<file path="src/rtl/clk_gen_pkg.sv">
// Shared types, mode encodings and default widths for the clock-generator controller.
package clk_gen_pkg;

    localparam int unsigned DIV_W_DEF   = 8;
    localparam int unsigned BURST_W_DEF = 8;

    localparam logic [1:0] MODE_STOP  = 2'b00;
    localparam logic [1:0] MODE_RUN   = 2'b01;
    localparam logic [1:0] MODE_BURST = 2'b10;

    typedef enum logic [1:0] {IDLE, RUN, BURST} state_t;

    typedef struct packed {
        logic [1:0]             mode;
        logic [DIV_W_DEF-1:0]   div;
        logic [BURST_W_DEF-1:0] burst;
    } cfg_t;

endpackage

</file>
<file path="src/rtl/clk_gen_if.sv">
// Config handshake and generated-clock outputs of clk_gen_ctrl.
// Defining CLK_GEN_PAUSE_EN adds the pause input.
interface clk_gen_if
    import clk_gen_pkg::*;
#(
    parameter int unsigned DIV_W   = DIV_W_DEF,
    parameter int unsigned BURST_W = BURST_W_DEF
) ();

    logic               cfg_valid;
    logic               cfg_ready;
    logic [1:0]         cfg_mode;
    logic [DIV_W-1:0]   cfg_div;
    logic [BURST_W-1:0] cfg_burst;
    logic               clk_out;
    logic               period_tick;
    logic               busy;
    logic               done;
`ifdef CLK_GEN_PAUSE_EN
    logic               pause;
`endif

    modport master (
        output cfg_valid, cfg_mode, cfg_div, cfg_burst,
`ifdef CLK_GEN_PAUSE_EN
        output pause,
`endif
        input  cfg_ready, clk_out, period_tick, busy, done
    );

    modport slave (
        input  cfg_valid, cfg_mode, cfg_div, cfg_burst,
`ifdef CLK_GEN_PAUSE_EN
        input  pause,
`endif
        output cfg_ready, clk_out, period_tick, busy, done
    );

endinterface

</file>
<file path="src/rtl/clk_gen_halfper_cnt.sv">
// Half-period down-counter: explicit load wins, otherwise reloads at terminal count while enabled.
module clk_gen_halfper_cnt #(
    parameter int unsigned W = 8
) (
    input  logic         clk,
    input  logic         rst_n,
    input  logic         en,
    input  logic         load,
    input  logic [W-1:0] load_val,
    input  logic [W-1:0] reload_val,
    output logic         tc
);

    logic [W-1:0] cnt_q, cnt_d;

    assign tc = (cnt_q == '0);

    always_comb begin
        cnt_d = cnt_q;
        if (load) begin
            cnt_d = load_val;
        end else if (en) begin
            cnt_d = tc ? reload_val : cnt_q - W'(1);
        end
    end

    always_ff @(posedge clk or negedge rst_n) begin
        if (!rst_n) begin
            cnt_q <= '0;
        end else begin
            cnt_q <= cnt_d;
        end
    end

endmodule

</file>
<file path="src/rtl/clk_gen_ctrl.sv">
// Programmable clock generator: config over valid/ready, continuous or counted-burst output.
// Defining CLK_GEN_PAUSE_EN adds a pause input that freezes the running generator.
module clk_gen_ctrl
    import clk_gen_pkg::*;
#(
    parameter int unsigned DIV_W   = DIV_W_DEF,
    parameter int unsigned BURST_W = BURST_W_DEF
) (
    input logic      clk,
    input logic      rst_n,
    clk_gen_if.slave bus
);

    state_t             state_q, state_d;
    logic               clk_out_q, clk_out_d;
    logic               tick_q, tick_d;
    logic               done_q, done_d;
    logic               pend_q, pend_d;
    logic [1:0]         pend_mode_q;
    logic [DIV_W-1:0]   pend_div_q, div_q, div_d;
    logic [BURST_W-1:0] pend_burst_q, rem_q, rem_d;
    logic               active, paused, cnt_en, tc, toggle, boundary, apply, accept;

`ifdef CLK_GEN_PAUSE_EN
    assign paused = bus.pause;
`else
    assign paused = 1'b0;
`endif

    assign active   = (state_q == RUN) || (state_q == BURST);
    assign cnt_en   = active && !paused;
    assign toggle   = cnt_en && tc;
    // Falling toggle: the only point where new config may take effect.
    assign boundary = toggle && clk_out_q;
    assign accept   = bus.cfg_valid && !pend_q;

    clk_gen_halfper_cnt #(
        .W(DIV_W)
    ) u_halfper_cnt (
        .clk       (clk),
        .rst_n     (rst_n),
        .en        (cnt_en),
        .load      (apply),
        .load_val  (pend_div_q),
        .reload_val(div_q),
        .tc        (tc)
    );

    always_comb begin
        state_d   = state_q;
        clk_out_d = clk_out_q;
        tick_d    = 1'b0;
        done_d    = 1'b0;
        rem_d     = rem_q;
        div_d     = div_q;
        apply     = 1'b0;

        if (toggle) begin
            clk_out_d = !clk_out_q;
            tick_d    = !clk_out_q;
        end

        unique case (state_q)
            IDLE: begin
                clk_out_d = 1'b0;
                apply     = pend_q;
            end
            RUN: apply = boundary && pend_q;
            BURST: begin
                if (boundary) begin
                    rem_d = rem_q - BURST_W'(1);
                    if (rem_q == BURST_W'(1)) begin
                        done_d  = 1'b1;
                        state_d = IDLE;
                        apply   = pend_q;
                    end
                end
            end
            default: state_d = IDLE;
        endcase

        // Stop, reserved mode and zero-length bursts all land in IDLE.
        if (apply) begin
            div_d   = pend_div_q;
            state_d = IDLE;
            if (pend_mode_q == MODE_RUN) begin
                state_d = RUN;
            end else if (pend_mode_q == MODE_BURST && pend_burst_q != '0) begin
                state_d = BURST;
                rem_d   = pend_burst_q;
            end
        end

        pend_d = accept ? 1'b1 : (apply ? 1'b0 : pend_q);
    end

    always_ff @(posedge clk or negedge rst_n) begin
        if (!rst_n) begin
            state_q      <= IDLE;
            clk_out_q    <= 1'b0;
            tick_q       <= 1'b0;
            done_q       <= 1'b0;
            pend_q       <= 1'b0;
            pend_mode_q  <= '0;
            pend_div_q   <= '0;
            pend_burst_q <= '0;
            div_q        <= '0;
            rem_q        <= '0;
        end else begin
            state_q   <= state_d;
            clk_out_q <= clk_out_d;
            tick_q    <= tick_d;
            done_q    <= done_d;
            pend_q    <= pend_d;
            div_q     <= div_d;
            rem_q     <= rem_d;
            if (accept) begin
                pend_mode_q  <= bus.cfg_mode;
                pend_div_q   <= bus.cfg_div;
                pend_burst_q <= bus.cfg_burst;
            end
        end
    end

    assign bus.cfg_ready   = !pend_q;
    assign bus.clk_out     = clk_out_q;
    assign bus.period_tick = tick_q;
    assign bus.busy        = active;
    assign bus.done        = done_q;

endmodule

</file>
<file path="src/flat_wrapper.sv">
// flat-port wrapper written by rule: the top's interface ports become plain ports
module clk_gen_ctrl_flat import clk_gen_pkg::*;
#(
    parameter int unsigned DIV_W   = DIV_W_DEF,
    parameter int unsigned BURST_W = BURST_W_DEF
)
  (clk, rst_n, bus_cfg_valid, bus_cfg_mode, bus_cfg_div, bus_cfg_burst, bus_cfg_ready, bus_clk_out, bus_period_tick, bus_busy, bus_done);
  clk_gen_if #(.DIV_W(DIV_W), .BURST_W(BURST_W)) bus_i ();
  input logic clk;
  input logic rst_n;
  input wire logic [$bits(bus_i.cfg_valid)-1:0] bus_cfg_valid;
  input wire logic [$bits(bus_i.cfg_mode)-1:0] bus_cfg_mode;
  input wire logic [$bits(bus_i.cfg_div)-1:0] bus_cfg_div;
  input wire logic [$bits(bus_i.cfg_burst)-1:0] bus_cfg_burst;
  output wire logic [$bits(bus_i.cfg_ready)-1:0] bus_cfg_ready;
  output wire logic [$bits(bus_i.clk_out)-1:0] bus_clk_out;
  output wire logic [$bits(bus_i.period_tick)-1:0] bus_period_tick;
  output wire logic [$bits(bus_i.busy)-1:0] bus_busy;
  output wire logic [$bits(bus_i.done)-1:0] bus_done;
  assign bus_i.cfg_valid = bus_cfg_valid;
  assign bus_i.cfg_mode = bus_cfg_mode;
  assign bus_i.cfg_div = bus_cfg_div;
  assign bus_i.cfg_burst = bus_cfg_burst;
  assign bus_cfg_ready = bus_i.cfg_ready;
  assign bus_clk_out = bus_i.clk_out;
  assign bus_period_tick = bus_i.period_tick;
  assign bus_busy = bus_i.busy;
  assign bus_done = bus_i.done;
  clk_gen_ctrl #(.DIV_W(DIV_W), .BURST_W(BURST_W)) u_core (.clk(clk), .rst_n(rst_n), .bus(bus_i));
endmodule
</file>
<file path="config.mk">
export PLATFORM = sky130hd
export DESIGN_NAME = clk_gen_ctrl_flat
export DESIGN_NICKNAME = d
export VERILOG_FILES = /design/src/rtl/clk_gen_pkg.sv /design/src/rtl/clk_gen_if.sv /design/src/rtl/clk_gen_halfper_cnt.sv /design/src/rtl/clk_gen_ctrl.sv /design/src/flat_wrapper.sv
export SDC_FILE = /design/constraint.sdc
export NUM_CORES = 1
export LEC_CHECK = 0
export CORE_MARGIN = 2
export CORE_UTILIZATION = 53
export DETAILED_ROUTE_END_ITERATION = 6
export PLACE_DENSITY = 0.75
export SYNTH_ARGS = -nofsm -noshare
export SYNTH_HDL_FRONTEND = slang
export SYNTH_HIERARCHICAL = 1
export SYNTH_SLANG_ARGS = --single-unit
</file>
<file path="constraint.sdc">
create_clock -name clk -period 7.48 [get_ports clk]
set_input_delay 1.496 -clock clk [delete_from_list [all_inputs] [get_ports clk]]
set_output_delay 1.496 -clock clk [all_outputs]
set_load 0.02 [all_outputs]
</file>
**Signal wires on met1**

Scale: 4 px per µm. Cells faint in the background.
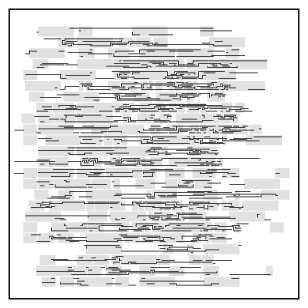
main direction: horizontal
longest straight run: 35.9 µm
nets with wire on the layer: 229
share of all routed wire: 55%
met1 Use GR: 33.4%
Total Wirelength: 4.56 mm
Via Count: 1620

**M2 wires**

Scale: 6 px per µm.
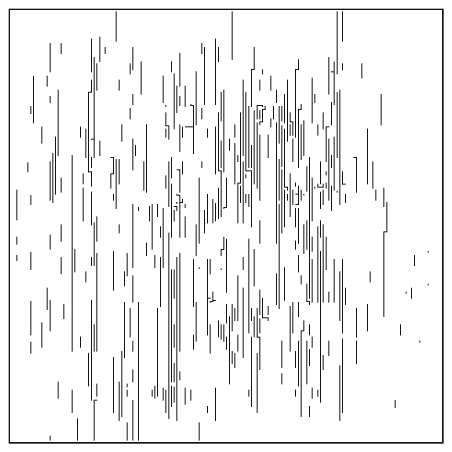
wire length on this layer: 1860 µm
longest straight run: 32.6 µm
main direction: vertical
share of all routed wire: 41%
met2 Usage GRT: 25.7%

**Met3 routing**

Scale: 4 px per µm. Cells faint in the background.
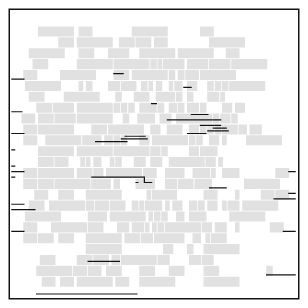
main direction: horizontal
nets with wire on the layer: 27
longest straight run: 25.1 µm
M3 GR Usage: 2.92%

==> results_slide.txt <==
Run Summary

Drt
  – Initial DRC Count: 146
  – Average vias per placed instance: 5.72
  – Initial DRT Pass Iterations: 4
  – Top Metal Used: met4
  – # DRC: 0

Power
  – Sequential power: 0.507 mW
  – Sw Share: 37.1%
  – Combinational share of power: 43.3%
  – Final Power: 1.18 mW
  – Sequential share of power: 42.9%
  – Pwr dens: 420 nW/µm²
  – Top Consumer: combinational logic
  – Pint: 0.743 mW

Yosys
  – Yosys cell types: 42
  – Ys async rst share: 100%
  – Mapped cell area: 2450 µm²
  – Synth Warn #: 6
  – Synthesized Nets: 234
  – EDFF count, synth: 0
  – Register share after synthesis: 49.0%
  – Area share, top type: 49.0%
  – Cell with the most instances after synthesis: dfrtp_1
  – Most used DFF post-synth: dfrtp_1

Clocking
  – Post-CTS setup buffer count: 0
  – CTS tree: yes
  – CTS Root Cell: clkbuf_8
  – Clock Tree Buf Depth: 2
  – Clk ins delay skew pair: 0.30 ns
  – PostCTS Resize Cnt: 0
  – Total clock sinks: 48
  – Post-cts hold buffer count: 0
  – CTS buffer count: 5
  – Reg clk slew, reported paths: 0.09 ns

Hold path
  – Hold Path Cell Cnt: 1
  – Hold_sp: u_core/div_q[5]
  – Worst hold endpoint: u_core/div_q[5]

Final timing
  – Slew Viols, Final: 0
  – Worst-Margin Slew: 1.06 ns
  – Setup WS post-layout: 3.93 ns
  – Total negative slack: 0 ns
  – Final setup fails: 0
  – Hold_ws: 0.516 ns
  – Max Freq: 0.282 GHz
  – Unrepaired setup endpoints after global routing: no

Finish
  – # diodes: 0
  – Non-CTS buffers: 26
  – Flop share of the area: 42.7%
  – Final std cells w/o fill: 283
  – Final cell area excluding filler cells: 2810 µm²
  – Final nets: 259
  – Area growth syn-to-layout: 14.6%
  – Filler cell count: 343
  – Comb gate area: 1160 µm²
  – Layout cells sized above 1: 24.2%
  – Clock-cell share: 3.43%
  – Max-area cell class: flip-flops and latches
  – Util after Layout: 63.7%
  – NonClk Buf Share: 8.99%
  – Most numerous logic cell after layout: dfrtp_1
  – Sequential cell count: 48
  – Sequential Area: 1200 µm²

Die
  – Die width: 72.0 µm
  – N_taps: 52
  – Core area: 4410 µm²
  – IO Count: 26
  – Fp util: 55.6%
  – Site Rows: 24

Worst setup path
  – Critical path class: reg2out
  – Critical path startpoint category: flop
  – Critical Path Stages: 3
  – Crit-path max cell delay: 0.69 ns
  – R2r startpoint: u_core/u_halfper_cnt/cnt_q[0]
  – Max Fanout on Critical Path: 14
  – Worst Setup EP: bus_busy
  – Crit end category: output port
  – Critical-path cell list: inv_1, ha_1, clkdlybuf4s50_1
  – R2R Setup Slk: 4.26 ns
  – CP bufs+invs: 2
  – Crit path launch: u_core/state_q[0]
  – R2R cell count: 10
  – CP top delay family: buffers and inverters
  – Worst r2r dst: u_core/u_halfper_cnt/cnt_q[0]
  – Crit path DRT: 5.98 ns

Flow run
  – Log Warnings: 31
  – Max_cap viols: 0

Placed design
  – Placer Congestion: 0.891
  – DP Area: 2720 µm²

Outcome
  – Status: finished clean

Global routing
  – Gr busiest metal: met1
  – Total track usage: 19.6%
  – First-pass GRT wire length: 7.89 mm
  – Initial antenna violation count: 0
  – Largest net degree at the start of global routing: 49
==> logic make-up after synthesis <==
kind of cell               count (synthesis)  share of synthesized area, %
and+or+nand+nor                           55                          13.9
DFF                                       48                          49.0
muxes                                     35                          17.0
AOI/OAI and AO/OA                         32                          8.62
buffers and inverters                     16                          3.52
xor gates and xnor gates                  11                          3.93
adders and majority gates                  8                          4.08
==> sequential cells by signal, summed over array words and instances (netlist names) <==
name,flops
u_core/bus.period_tick,1
u_core/div_q,8
u_core/bus.done,1
u_core/state_q,2
u_core/rem_q,8
u_core/pend_div_q,8
u_core/u_halfper_cnt/cnt_q,8
u_core/pend_mode_q,2
u_core/pend_burst_q,8
u_core/pend_q,1
u_core/bus.clk_out,1
Power figures rest on the tool's default switching activity, not on a simulated workload.
